io_placement.png
Drawn at 6 px/micron. Pins as bars across the die edge, other pins in grey.
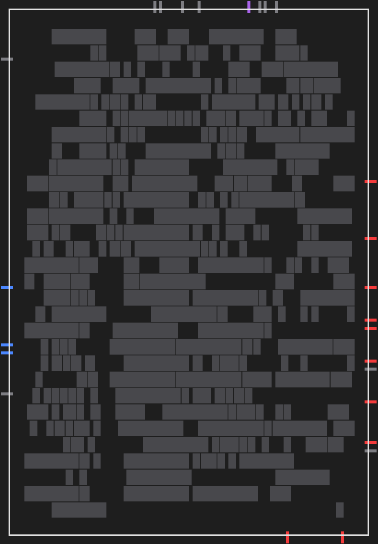
layer_met2.png
Drawn at 6 px/micron.
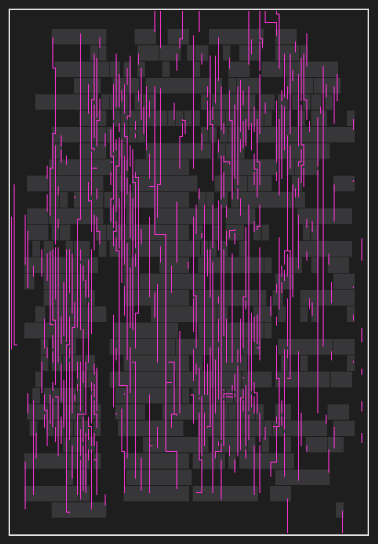
==> config.mk <==
export PLATFORM = sky130hd
export DESIGN_NAME = coin_acceptor
export DESIGN_NICKNAME = d
export VERILOG_FILES = /design/src/rtl/coin_acceptor.sv
export SDC_FILE = /design/constraint.sdc
export NUM_CORES = 1
export LEC_CHECK = 0
export ABC_AREA = 1
export CAP_MARGIN = 20
export CORE_ASPECT_RATIO = 1.5
export CORE_MARGIN = 2
export CORE_UTILIZATION = 56
export DETAILED_ROUTE_END_ITERATION = 16
export PLACE_DENSITY = 0.74
export SLEW_MARGIN = 20
export SYNTH_ARGS = -nofsm -noshare
export SYNTH_HDL_FRONTEND = slang
export SYNTH_SLANG_ARGS = --single-unit
==> constraint.sdc <==
create_clock -name clk -period 2.55 [get_ports clk]
set_input_delay 0.3825 -clock clk [delete_from_list [all_inputs] [get_ports clk]]
set_output_delay 0.3825 -clock clk [all_outputs]
set_load 0.02 [all_outputs]
==> flow_summary_export.csv <==
group,metric,value,unit
route,top_layer,"met4",
clock_network,clkTransAtPathRegs,0.10,ns
synthesis,synthTopCellsByCount,"nand2_1 (58), nor2_1 (36), dfrtp_1 (28), edfxtp_1 (28), inv_1 (23)",
route,routedLengthMet1,1770,microns
placement,dp_cells,329,
setup_path,worst_ep_required_time,2.17,ns
synthesis,synthCells,260,
die,fp-row-count,30,
route,routedWlPerCell,13.7,microns
die,die_area,0.00521,sq mm
synthesis,synth_top_area_share,32.4,%
global_route,grt_start_max_net_pins,29,
route,drtIter0Drc,64,
setup_path,worstSetupPathDepth,4,
timing,finalSetupTns,0,ns
die,ios,25,
global_route,antenna_found_initial,0,
synthesis,yosys.area_share.adder,4.14,%
synthesis,top_cells_by_area,"edfxtp_1 (32%), dfrtp_1 (27%), nand2_1 (8.4%), nor2_1 (5.2%), ha_1 (3.4%)",
timing,fmax,0.474,GHz
synthesis,most_common_cell,"nand2_1",
global_route,grtUsageMet3,4.61,%
synthesis,synth.avg_cell_area,9.99,sq um
synthesis,ys_types,31,
clock_network,cts_num_sinks,56,
synthesis,syn-cell-area,0.00260,sq mm
clock_network,cts_made_buffers,5,
flow_run,warnings,30,
placement,place_area,0.00287,sq mm
setup_path,worst_setup_path_end_kind,"primary output",
route,dr_wl_met2,2620,microns
power_and_ir_drop,powerDensity,917,mW/mm^2
setup_path,path_buffers,2,
setup_path,r2r_slack,0.53,ns
setup_path,crit_type,"flip-flop to primary output",
clock_network,cts_max_level,2,
cells_and_area,drive_gt1_share,11.4,%
cells_and_area,filler_cell_count,357,
clock_network,postCtsHoldBufs,0,
clock_network,cts_setup_buffers,0,
cells_and_area,fin_nets,304,
placement,globalplace.congestion,0.793,
clock_network,cts_buffer_depth,2,
clock_network,cts-resized-gates,0,
cells_and_area,largest_reg_flops,28,
timing,tightestPinTransition,0.583,ns
cells_and_area,area_growth,13.8,%
synthesis,ys_chip_area,0.00260,sq mm
setup_path,path_delay_family,"buffers and inverters",
global_route,grtUsageMet1,21.3,%
synthesis,compound_area_share,8.00,%
synthesis,yosys_cells,260,
setup_path,worstPathArrival,1.73,ns
setup_path,cp_max_fo,5,
synthesis,synth.yosys.warnings,0,
timing,rsz0062_at_grt,"false",
clock_network,clk_latency,0.31,ns
synthesis,ys_sh_simple,21.2,%
synthesis,ys_seq_share,59.3,%
global_route,track_usage,19.7,%
synthesis,xor_area_share,1.01,%
status,status,"complete, no violations",
synthesis,flop_cell,"edfxtp_1",
timing,hold_viol,0,
route,avgViaCountPerCell,5.27,
setup_path,ff2ff_path_depth,15,
synthesis,ys_sh_mux,0,%
global_route,grt_pass1_vias,1711,
die,floorplan.core_util,57.7,%
global_route,grt_overflow,0,
global_route,grt_pass1_wl,7560,microns
setup_path,slowest_stage,"clkdlybuf4s50_1",
synthesis,ys.flops,56,
synthesis,top_logic_kind,"simple AND/OR/NAND/NOR gates",
synthesis,synthArstFlopShare,50.0,%
setup_path,worstSetupStartpointType,"flip-flop",
power_and_ir_drop,irDropWorstVdd,0.593,mV
route,drt_pass1_iterations,4,
placement,pre_cts_ws,0.342,ns
route,drc,0,
cells_and_area,final_area,0.00296,sq mm
timing,worst_slack,0.440,ns
clock_network,root_buffer,"clkbuf_8",
route,ant_nets,0,
placement,dp_hpwl,3500,microns
worst_hold_path,hold_class,"primary input to async pin",
synthesis,edf_count,28,
setup_path,path_cells,"nor2_1 > nand2_1 > inv_1 > clkdlybuf4s50_1",
timing,fin_skew,0.00746,ns
timing,max_slew_margin,61.0,%
Back to the opening pictures, io_placement.png:
port	colour	pins	direction	edge
coin_type	blue	3	input	west
deposit	red	10	output	8 east, 2 south
empty	purple	1	output	north
all pins by edge	10 east, 8 north, 5 west, 2 south
Die H: 87.4 microns
port bufs: 21
Chip Width: 59.6 microns

Back to the opening pictures, layer_met2.png:
main direction	vertical
longest straight run	46.6 microns
wire length on this layer	2620 microns
nets with wire on the layer	238
grt met2 use: 35.8%
Via Count: 1776
final WL: 4610 microns

-- area by class of cell --
| type | count | area [sq um] | area share [%] |
|---|---|---|---|
| Clock buffer | 5 | 68.8 | 2.33 |
| Clock inverter | 3 | 21.3 | 0.720 |
| Inverter | 32 | 120 | 4.06 |
| Multi-Input combinational cell | 168 | 903 | 30.6 |
| Sequential cell | 56 | 1540 | 52.2 |
| Tap cell | 48 | 60.1 | 2.03 |
| Timing Repair Buffer | 25 | 240 | 8.13 |
-- cells in the final DEF, fill, tap and decap left out --
master,n
a211oi_1,1
a21o_1,1
a21oi_1,4
a31oi_1,1
buf_4,4
clkbuf_8,5
clkdlybuf4s50_1,21
clkinv_2,1
clkinvlp_4,1
conb_1,3
dfrtp_1,28
edfxtp_1,28
fa_1,1
ha_1,7
inv_1,23
inv_2,9
inv_6,1
nand2_1,58
nand2_2,2
nand2_4,5
nand3_1,10
nand3_4,1
nand4_1,2
nor2_1,36
nor2_2,2
nor2_8,1
nor3_1,2
o211ai_1,1
o21ai_0,13
o21ai_1,5
o31ai_1,1
o32ai_1,7
or2_2,1
xnor2_1,2
xor2_1,1
-- kinds of logic (layout without fill, tap and decap cells) --
group	count (synthesis)	after routing
AND/OR/NAND/NOR	120	120
other	1	3
buffers and inverters	38	65
adder cells (fa/ha/maj)	8	8
flip-flops	56	56
AND-OR/OR-AND	34	34
XOR/XNOR	3	3
-- report_power, final --
part | leakage, nW | internal (mW) | total [mW] | switching [mW]
Clock | 0.0445 | 0.195 | 0.483 | 0.288
Combinational | 0.682 | 0.403 | 0.975 | 0.572
Sequential | 0.614 | 1.11 | 1.25 | 0.146
-- through the flow --
stage               power [mW]  utilization [%]
floorplan                 1.93                -
global placement          2.23             63.6
detailed placement        2.26             63.6
CTS                       2.74             65.6
global route              2.91             65.6
finish                    2.71             65.6
Power is estimated from default activity; no workload was simulated.
